File: src/rtl/bus_spi_iq_arbiter_pkg.sv
// Shared constants for the RX1/RX2 IQ arbiter in front of the BUS SPI master:
// FSM state encodings, channel and word identifiers, and the tag encoding.
package bus_spi_pkg;

    localparam logic [2:0] ST_IDLE    = 3'd0;
    localparam logic [2:0] ST_SEND    = 3'd1;
    localparam logic [2:0] ST_WAIT_LO = 3'd2;
    localparam logic [2:0] ST_GAP     = 3'd3;
    localparam logic [2:0] ST_DONE    = 3'd4;

    localparam logic CH_RX1 = 1'b0;
    localparam logic CH_RX2 = 1'b1;

    localparam logic WORD_I = 1'b0;
    localparam logic WORD_Q = 1'b1;

    // Tag seen by the SPI side: channel in the upper bit, word select in the lower bit.
    function automatic logic [1:0] make_tag(input logic ch, input logic word);
        return {ch, word};
    endfunction

endpackage

File: src/rtl/bus_spi_iq_arbiter_iq_hold_slot.sv
// One-deep holding slot for a single IQ channel: keeps the newest I/Q pair,
// a pending flag for the arbiter and a saturating overrun counter.
module iq_hold_slot #(
    parameter int DATA_WIDTH = 32,
    parameter int OVR_W      = 8
) (
    input  logic                  clk,
    input  logic                  rst_n,
    input  logic                  en,
    input  logic                  valid,
    input  logic [DATA_WIDTH-1:0] i_in,
    input  logic [DATA_WIDTH-1:0] q_in,
    input  logic                  grant,
    input  logic                  clear_ovr,
    output logic                  pending,
    output logic [DATA_WIDTH-1:0] i_hold,
    output logic [DATA_WIDTH-1:0] q_hold,
    output logic [OVR_W-1:0]      ovr
);

    logic capture;
    logic overrun;

    assign capture = en & valid;
    // A pair that is being granted this cycle leaves the slot, so a new pair
    // arriving alongside the grant does not overwrite anything.
    assign overrun = capture & pending & ~grant;

    // Slot contents, pending flag and overrun counter (increment beats clear).
    always_ff @(posedge clk or negedge rst_n) begin
        if (!rst_n) begin
            pending <= 1'b0;
            i_hold  <= '0;
            q_hold  <= '0;
            ovr     <= '0;
        end else begin
            if (!en)
                pending <= 1'b0;
            else if (valid)
                pending <= 1'b1;
            else if (grant)
                pending <= 1'b0;

            if (capture) begin
                i_hold <= i_in;
                q_hold <= q_in;
            end

            if (overrun) begin
                if (!(&ovr))
                    ovr <= ovr + 1'b1;
            end else if (clear_ovr) begin
                ovr <= '0;
            end
        end
    end

endmodule

File: src/rtl/bus_spi_iq_arbiter.sv
// Shares the single BUS SPI master between RX1 and RX2 IQ streams: two hold
// slots, a 2-way round-robin, and a word-level enable/busy handshake FSM with
// a timeout that discards a stuck pair.
module bus_spi_iq_arbiter
    import bus_spi_pkg::*;
#(
    parameter int DATA_WIDTH     = 32,
    parameter int TIMEOUT_CYCLES = 255,
    parameter int OVR_W          = 8
) (
    input  logic                  spi_clk,
    input  logic                  reset_n,
    input  logic                  rx1_en,
    input  logic                  rx2_en,
    input  logic [DATA_WIDTH-1:0] RX1_I,
    input  logic [DATA_WIDTH-1:0] RX1_Q,
    input  logic                  RX1_valid,
    input  logic [DATA_WIDTH-1:0] RX2_I,
    input  logic [DATA_WIDTH-1:0] RX2_Q,
    input  logic                  RX2_valid,
    input  logic                  BUS_SPI_busy,
    input  logic                  clear_err,
    output logic [DATA_WIDTH-1:0] BUS_SPI_data_out,
    output logic                  BUS_SPI_enable,
    output logic [1:0]            BUS_SPI_tag,
    output logic                  pair_done,
    output logic [OVR_W-1:0]      rx1_ovr,
    output logic [OVR_W-1:0]      rx2_ovr,
    output logic                  timeout_err
);

    localparam int TMO_W = $clog2(TIMEOUT_CYCLES + 1);
    localparam logic [TMO_W-1:0] TMO_LAST = TMO_W'(TIMEOUT_CYCLES - 1);

    // Per-channel slot wiring, index 0 = RX1, index 1 = RX2.
    logic [1:0]            slot_en;
    logic [1:0]            slot_valid;
    logic [1:0]            slot_grant;
    logic [1:0]            slot_pending;
    logic [DATA_WIDTH-1:0] slot_i_in   [2];
    logic [DATA_WIDTH-1:0] slot_q_in   [2];
    logic [DATA_WIDTH-1:0] slot_i_hold [2];
    logic [DATA_WIDTH-1:0] slot_q_hold [2];
    logic [OVR_W-1:0]      slot_ovr    [2];

    assign slot_en      = {rx2_en, rx1_en};
    assign slot_valid   = {RX2_valid, RX1_valid};
    assign slot_i_in[0] = RX1_I;
    assign slot_q_in[0] = RX1_Q;
    assign slot_i_in[1] = RX2_I;
    assign slot_q_in[1] = RX2_Q;
    assign rx1_ovr      = slot_ovr[0];
    assign rx2_ovr      = slot_ovr[1];

    genvar gi;
    generate
        for (gi = 0; gi < 2; gi++) begin : g_slot
            iq_hold_slot #(
                .DATA_WIDTH (DATA_WIDTH),
                .OVR_W      (OVR_W)
            ) u_slot (
                .clk       (spi_clk),
                .rst_n     (reset_n),
                .en        (slot_en[gi]),
                .valid     (slot_valid[gi]),
                .i_in      (slot_i_in[gi]),
                .q_in      (slot_q_in[gi]),
                .grant     (slot_grant[gi]),
                .clear_ovr (clear_err),
                .pending   (slot_pending[gi]),
                .i_hold    (slot_i_hold[gi]),
                .q_hold    (slot_q_hold[gi]),
                .ovr       (slot_ovr[gi])
            );
        end
    endgenerate

    logic [2:0]            state_reg;
    logic                  ch_reg;
    logic                  word_reg;
    logic                  last_grant_reg;
    logic [DATA_WIDTH-1:0] xfer_q_reg;
    logic [TMO_W-1:0]      tmo_cnt_reg;

    logic grant_valid;
    logic grant_ch;
    logic tmo_abort;

    // Round-robin choice, only evaluated while the FSM is idle.
    always_comb begin
        grant_valid = 1'b0;
        grant_ch    = CH_RX1;
        if (state_reg == ST_IDLE) begin
            if (slot_pending[0] && slot_pending[1]) begin
                grant_valid = 1'b1;
                grant_ch    = ~last_grant_reg;
            end else if (slot_pending[0]) begin
                grant_valid = 1'b1;
                grant_ch    = CH_RX1;
            end else if (slot_pending[1]) begin
                grant_valid = 1'b1;
                grant_ch    = CH_RX2;
            end
        end
    end

    assign slot_grant[0] = grant_valid & (grant_ch == CH_RX1);
    assign slot_grant[1] = grant_valid & (grant_ch == CH_RX2);

    // Abort when the handshake edge being waited for has not arrived in time.
    assign tmo_abort = (tmo_cnt_reg == TMO_LAST) &&
                       (((state_reg == ST_SEND) && !BUS_SPI_busy) ||
                        ((state_reg == ST_WAIT_LO) && BUS_SPI_busy));

    // Transfer FSM, handshake outputs, timeout counter and sticky error.
    always_ff @(posedge spi_clk or negedge reset_n) begin
        if (!reset_n) begin
            state_reg        <= ST_IDLE;
            ch_reg           <= CH_RX1;
            word_reg         <= WORD_I;
            last_grant_reg   <= CH_RX2;
            xfer_q_reg       <= '0;
            tmo_cnt_reg      <= '0;
            BUS_SPI_data_out <= '0;
            BUS_SPI_enable   <= 1'b0;
            BUS_SPI_tag      <= 2'b00;
            pair_done        <= 1'b0;
            timeout_err      <= 1'b0;
        end else begin
            pair_done <= 1'b0;

            if (tmo_abort)
                timeout_err <= 1'b1;
            else if (clear_err)
                timeout_err <= 1'b0;

            case (state_reg)
                ST_IDLE: begin
                    if (grant_valid) begin
                        state_reg        <= ST_SEND;
                        ch_reg           <= grant_ch;
                        word_reg         <= WORD_I;
                        last_grant_reg   <= grant_ch;
                        xfer_q_reg       <= slot_q_hold[grant_ch];
                        BUS_SPI_data_out <= slot_i_hold[grant_ch];
                        BUS_SPI_tag      <= make_tag(grant_ch, WORD_I);
                        BUS_SPI_enable   <= 1'b1;
                        tmo_cnt_reg      <= '0;
                    end
                end
                ST_SEND: begin
                    if (BUS_SPI_busy) begin
                        state_reg   <= ST_WAIT_LO;
                        tmo_cnt_reg <= '0;
                    end else if (tmo_abort) begin
                        state_reg      <= ST_IDLE;
                        BUS_SPI_enable <= 1'b0;
                    end else begin
                        tmo_cnt_reg <= tmo_cnt_reg + 1'b1;
                    end
                end
                ST_WAIT_LO: begin
                    if (!BUS_SPI_busy) begin
                        BUS_SPI_enable <= 1'b0;
                        if (word_reg == WORD_I) begin
                            state_reg <= ST_GAP;
                        end else begin
                            state_reg <= ST_DONE;
                            pair_done <= 1'b1;
                        end
                    end else if (tmo_abort) begin
                        state_reg      <= ST_IDLE;
                        BUS_SPI_enable <= 1'b0;
                    end else begin
                        tmo_cnt_reg <= tmo_cnt_reg + 1'b1;
                    end
                end
                ST_GAP: begin
                    state_reg        <= ST_SEND;
                    word_reg         <= WORD_Q;
                    BUS_SPI_data_out <= xfer_q_reg;
                    BUS_SPI_tag      <= make_tag(ch_reg, WORD_Q);
                    BUS_SPI_enable   <= 1'b1;
                    tmo_cnt_reg      <= '0;
                end
                ST_DONE: begin
                    state_reg <= ST_IDLE;
                end
                default: begin
                    state_reg      <= ST_IDLE;
                    BUS_SPI_enable <= 1'b0;
                end
            endcase
        end
    end

endmodule

File: config.mk
export PLATFORM = sky130hd
export DESIGN_NAME = bus_spi_iq_arbiter
export DESIGN_NICKNAME = d
export VERILOG_FILES = /design/src/rtl/bus_spi_iq_arbiter_pkg.sv /design/src/rtl/bus_spi_iq_arbiter_iq_hold_slot.sv /design/src/rtl/bus_spi_iq_arbiter.sv
export SDC_FILE = /design/constraint.sdc
export NUM_CORES = 1
export LEC_CHECK = 0
export CORE_MARGIN = 8
export CORE_UTILIZATION = 52
export CTS_CLUSTER_DIAMETER = 200
export CTS_CLUSTER_SIZE = 40
export DETAILED_ROUTE_END_ITERATION = 8
export PLACE_DENSITY = 0.91
export REMOVE_ABC_BUFFERS = 1
export SETUP_SLACK_MARGIN = 0.2
export SLEW_MARGIN = 5
export SYNTH_ARGS = -nofsm -noshare
export SYNTH_HDL_FRONTEND = slang
export SYNTH_SLANG_ARGS = --single-unit
File: constraint.sdc
create_clock -name spi_clk -period 2 [get_ports spi_clk]
set_input_delay 0.4 -clock spi_clk [delete_from_list [all_inputs] [get_ports spi_clk]]
set_output_delay 0.4 -clock spi_clk [all_outputs]
set_load 0.005 [all_outputs]
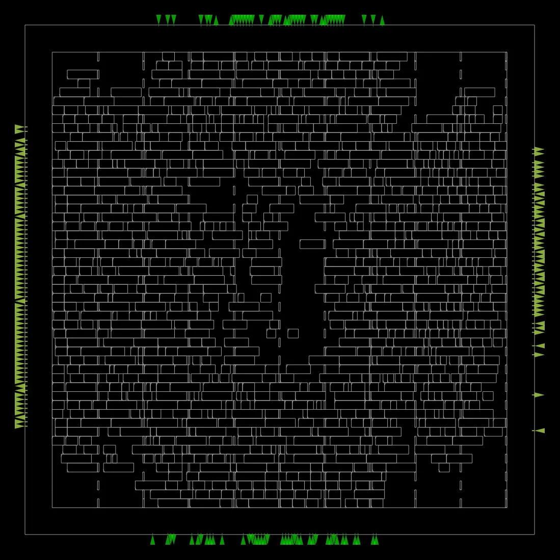
placed.png
fin cells: 1326
number of fill cells in the layout: 1243
Tap Cells: 265

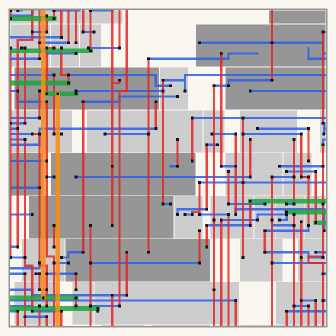
closeup.png
Window x 106 to 126, y 106 to 126 microns. Cells in gray, sequential cells in the stronger gray; small squares are vias.
blue -> M1
orange -> M4
green -> M3
red -> M2
most frequent = dfrtp_1 (6), o21ai_0 (4)
cells with their middle in the window = 28
netlist names of flops here include = g_slot.u_slot.ovr (4)
sequential cells in the window = 6

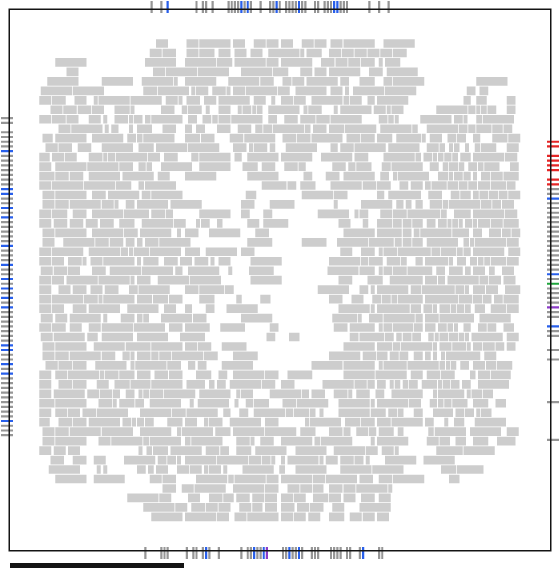
pinout.png
Scale bar: 50 microns. Pins as bars across the die edge, other pins in gray.
red -> rx2_ovr  # pins 8, direction output, edge east
purple -> BUS_SPI_tag  # pins 2, direction output, edge 1 east, 1 south
blue -> RX2_I  # pins 32, direction input, edge 16 west, 7 north, 6 south, 3 east
green -> timeout_err  # pins 1, direction output, edge east
Die H: 155.2 microns
port bufs: 188
Die Wd: 155.2 microns

==> out/metrics.csv <==
stage,metric,value,unit
grt,met3_usage,5.021,%
place,place_inst,1257,
grt,grt_max_degree,57,
synthesis,top_cells_by_area,"dfrtp_1 (56%), mux2_2 (15%), a222oi_1 (3.2%)",
final_timing,fin_crit,1.889,ns
cts,cts_resized,37,
synthesis,top_cell_area_share,56.42,%
detailed_routing,drt-total-wl,30960,microns
detailed_routing,wl_met3,2760,microns
finish,final_cell_mix,"dfrtp_1 (221), clkdlybuf4s50_1 (147), mux2_2 (130), buf_4 (70), o21ai_0 (42)",
detailed_routing,antenna_left,0,
finish,top_regs,"g_slot.u_slot.i_hold: 64 flops, g_slot.u_slot.q_hold: 64 flops",
finish,final_layout_top_logic_cell,dfrtp_1,
power_and_ir_drop,clkPwrFrac,14.8,%
finish,num-nonclk-inverters,38,
detailed_routing,met2_length,15440,microns
setup_path,reg2reg_to,BUS_SPI_data_out[19],
finish,clkCellAreaFrac,1.838,%
synthesis,ys.flops,228,
grt,antenna_found_initial,2,
final_timing,clock.fmax,529.4,MHz
setup_path,cp.arrival,2.26,ns
place,gp_congestion,0.8843,
synthesis,synth-edff-count,0,
cts,cts_hold_buf,1,
grt,busiest_layer,met2,
synthesis,ys_warn_count,0,
cts,cts_tree,built,
detailed_routing,wl_met1,11950,microns
setup_path,start_kind,flop,
cts,root_buffer,clkbuf_16,
cts,cts_setup_buffers,27,
cts,clock_latency,0.48,ns
power_and_ir_drop,p_per_area,1100,mW/mm^2
detailed_routing,vias,8082,
finish,layout-drive-gt1-share,30.09,%
setup_path,critPathKind,flop to flop,
setup_path,r2r_slack,0.11,ns
finish,mi_logic_area,0.004337,sq mm
setup_path,endpoint,BUS_SPI_data_out[19],
detailed_routing,highest_layer,met5,
setup_path,reg2reg_from,state_reg[1],
final_timing,hold_viol,0,
finish,n_antenna_cell,1,
die,core_util_floorplan,52.42,%
synthesis,ys_area,0.01007,sq mm
setup_path,cp.required,2.37,ns
flow_run,warnings,28,
grt,gr-usage-met1,28.57,%
finish,sh_comb_area,31.54,%
cts,cts_buffer_depth,3,
final_timing,holdWs,0.4354,ns
power_and_ir_drop,sw_frac_of_total,35.58,%
synthesis,avgSynthCellArea,12.35,sq um
grt,grt_first_pass_wirelength,44170,microns
final_timing,worst_pin_slew,0.4715,ns
synthesis,top_area_cell,dfrtp_1,
final_timing,maxSlewHeadroom,68.57,%
cts,cts-buffers-inserted,9,
die,io_pins,189,
finish,seq_cells,228,
cts,clk_pin_slew,0.14,ns
synthesis,yosysCellCount,815,
finish,largest_cell_class,registers,
final_timing,finalClockPeriodUsage,94.46,%
finish,nonClkBufAreaFrac,21.59,%
die,chipArea,0.02407,sq mm
power_and_ir_drop,seq_power_share,42.7,%
cts,cts.sinks,228,
setup_path,reg2regPathDepth,8,
detailed_routing,vias_per_cell,6.095,
final_timing,slew_viol_final,0,
synthesis,ys_seq_share,56.68,%
final_timing,rsz0062_at_grt,true,
power_and_ir_drop,vdd_drop_max,0.7172,mV
power_and_ir_drop,power.internal,0.009739,W
detailed_routing,drc,0,
grt,use_met2,39.82,%
place,dpl.hpwl,19030,microns
finish,area.sequential,0.005714,sq mm
finish,nClkBuffers,12,
final_timing,setup_violations,0,
finish,seq-cell-share,41.56,%
grt,grt_pass1_vias,8399,
outcome,status,"complete, no violations",
setup_path,cp_max_fo,19,
synthesis,ys_async_sr_fraction,100.0,%
synthesis,netlist_instances,815,
cts,htreeDepth,1,
die,rows,51,
setup_path,cp-end-kind,flop,
flow_run,drv_cap,0,
synthesis,yosysUniqueCellTypes,57,
power_and_ir_drop,p_leak,6.418,nW
detailed_routing,routedWlPerCell,23.35,microns
final_timing,fin_tns_setup,0,ns
synthesis,flop_cell,dfrtp_1,
power_and_ir_drop,p_total,0.01512,W
final_timing,worst_clock_skew,0.01650,ns
detailed_routing,first_iter_violations,775,
power_and_ir_drop,switchingPower,0.005379,W
detailed_routing,dr.pass1.iters,6,
grt,grt_overflow_total,0,
finish,nets,1198,
min_path,hold_path.class,input pin to asynchronous set/reset pin,
finish,logic_gates,494,
synthesis,synth.cell_area,0.01007,sq mm
setup_path,critPathLaunch,state_reg[1],
power_and_ir_drop,p_comb_share,42.4,%
grt,grt_usage,22.96,%
place,placed_area,0.01254,sq mm
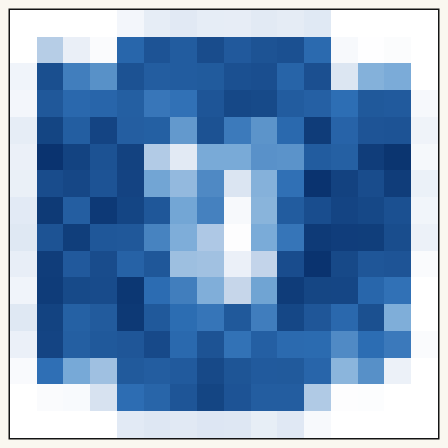
util_map.png
16 x 16 tiles, from white (low) to dark blue (high), 0 to 100% covered.
nearly empty tiles = 12%
fullest tile = 99%
emptiest ninth of the die = south-east
Core Area: 0.01921 sq mm
Final Core Density: 71.58%

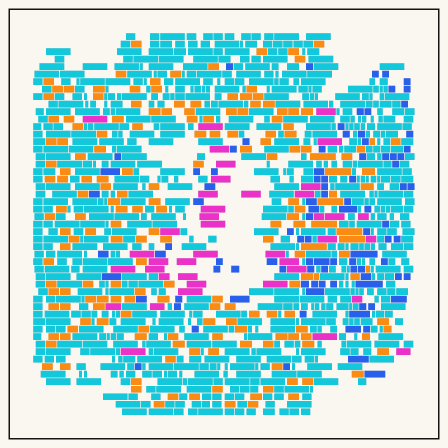
sizing.png
magenta -> x6 and larger  # cells 40, share 3.8%, most used buf_12
blue -> x3 and x4  # cells 96, share 9.1%, most used buf_4
cyan -> x1 and smaller  # cells 741, share 70%, most used dfrtp_1
orange -> x2  # cells 183, share 17%, most used mux2_2
post-route setup slack: 0.1109 ns
Layout Area Growth over Synthesis: 36.56%
Signal buffers: 287
Final Cell Area: 0.01375 sq mm

critical path, cell delays in order, from the launching register on:
cell	delay, ns
dfrtp_2	0.43
buf_6	0.13
nor3_4	0.19
buf_4	0.17
buf_12	0.15
nand2_4	0.09
buf_12	0.20
a211oi_2	0.29
o31ai_2	0.10
power groups by stage:
stage                     clock network, W  registers, W  logic, W
after floorplan                          0       0.00636   0.00265
after global placement                   0       0.00650   0.00505
after detailed placement                 0       0.00655   0.00528
after CTS                          0.00229       0.00642   0.00549
after global routing               0.00242       0.00657   0.00686
final                              0.00224       0.00646   0.00641
through the flow:
stage | setup slack (ns) | util, %
after floorplan | -1.151 | -
after global placement | -0.1284 | 65.29
after detailed placement | -0.2144 | 65.29
after CTS | 0.1545 | 68.16
after global routing | 0.08948 | 71.58
final | 0.1109 | 71.58
cell usage after synthesis, drive strengths merged (2+ instances only):
cell / n
nor2: 43
o21bai: 3
mux2: 131
a222oi: 32
and3: 38
buf: 27
or4: 3
a22o: 2
nor4: 5
mux2i: 12
nor4b: 2
a211oi: 33
a21oi: 13
a21o: 3
and2: 4
nand2: 23
nand2b: 2
nand3b: 3
nand3: 14
or2: 3
nor2b: 5
ha: 4
clkbuf: 32
a21boi: 2
o21a: 2
o21ai: 43
nor3: 7
o211ai: 2
inv: 38
o31ai: 35
o31a: 3
a2111oi: 2
dfrtp: 227
nand4: 3
o22a: 2
logic make-up after synthesis:
group / count (synthesis) / share of synthesized area, %
compound gates: 184 / 14.13
xor+xnor: 1 / 0.08700
fa+ha+maj: 4 / 0.4971
buf+inv: 97 / 4.499
flops: 228 / 56.68
mux: 143 / 15.84
simple gates: 158 / 8.264
Power is estimated from default activity; no workload was simulated.
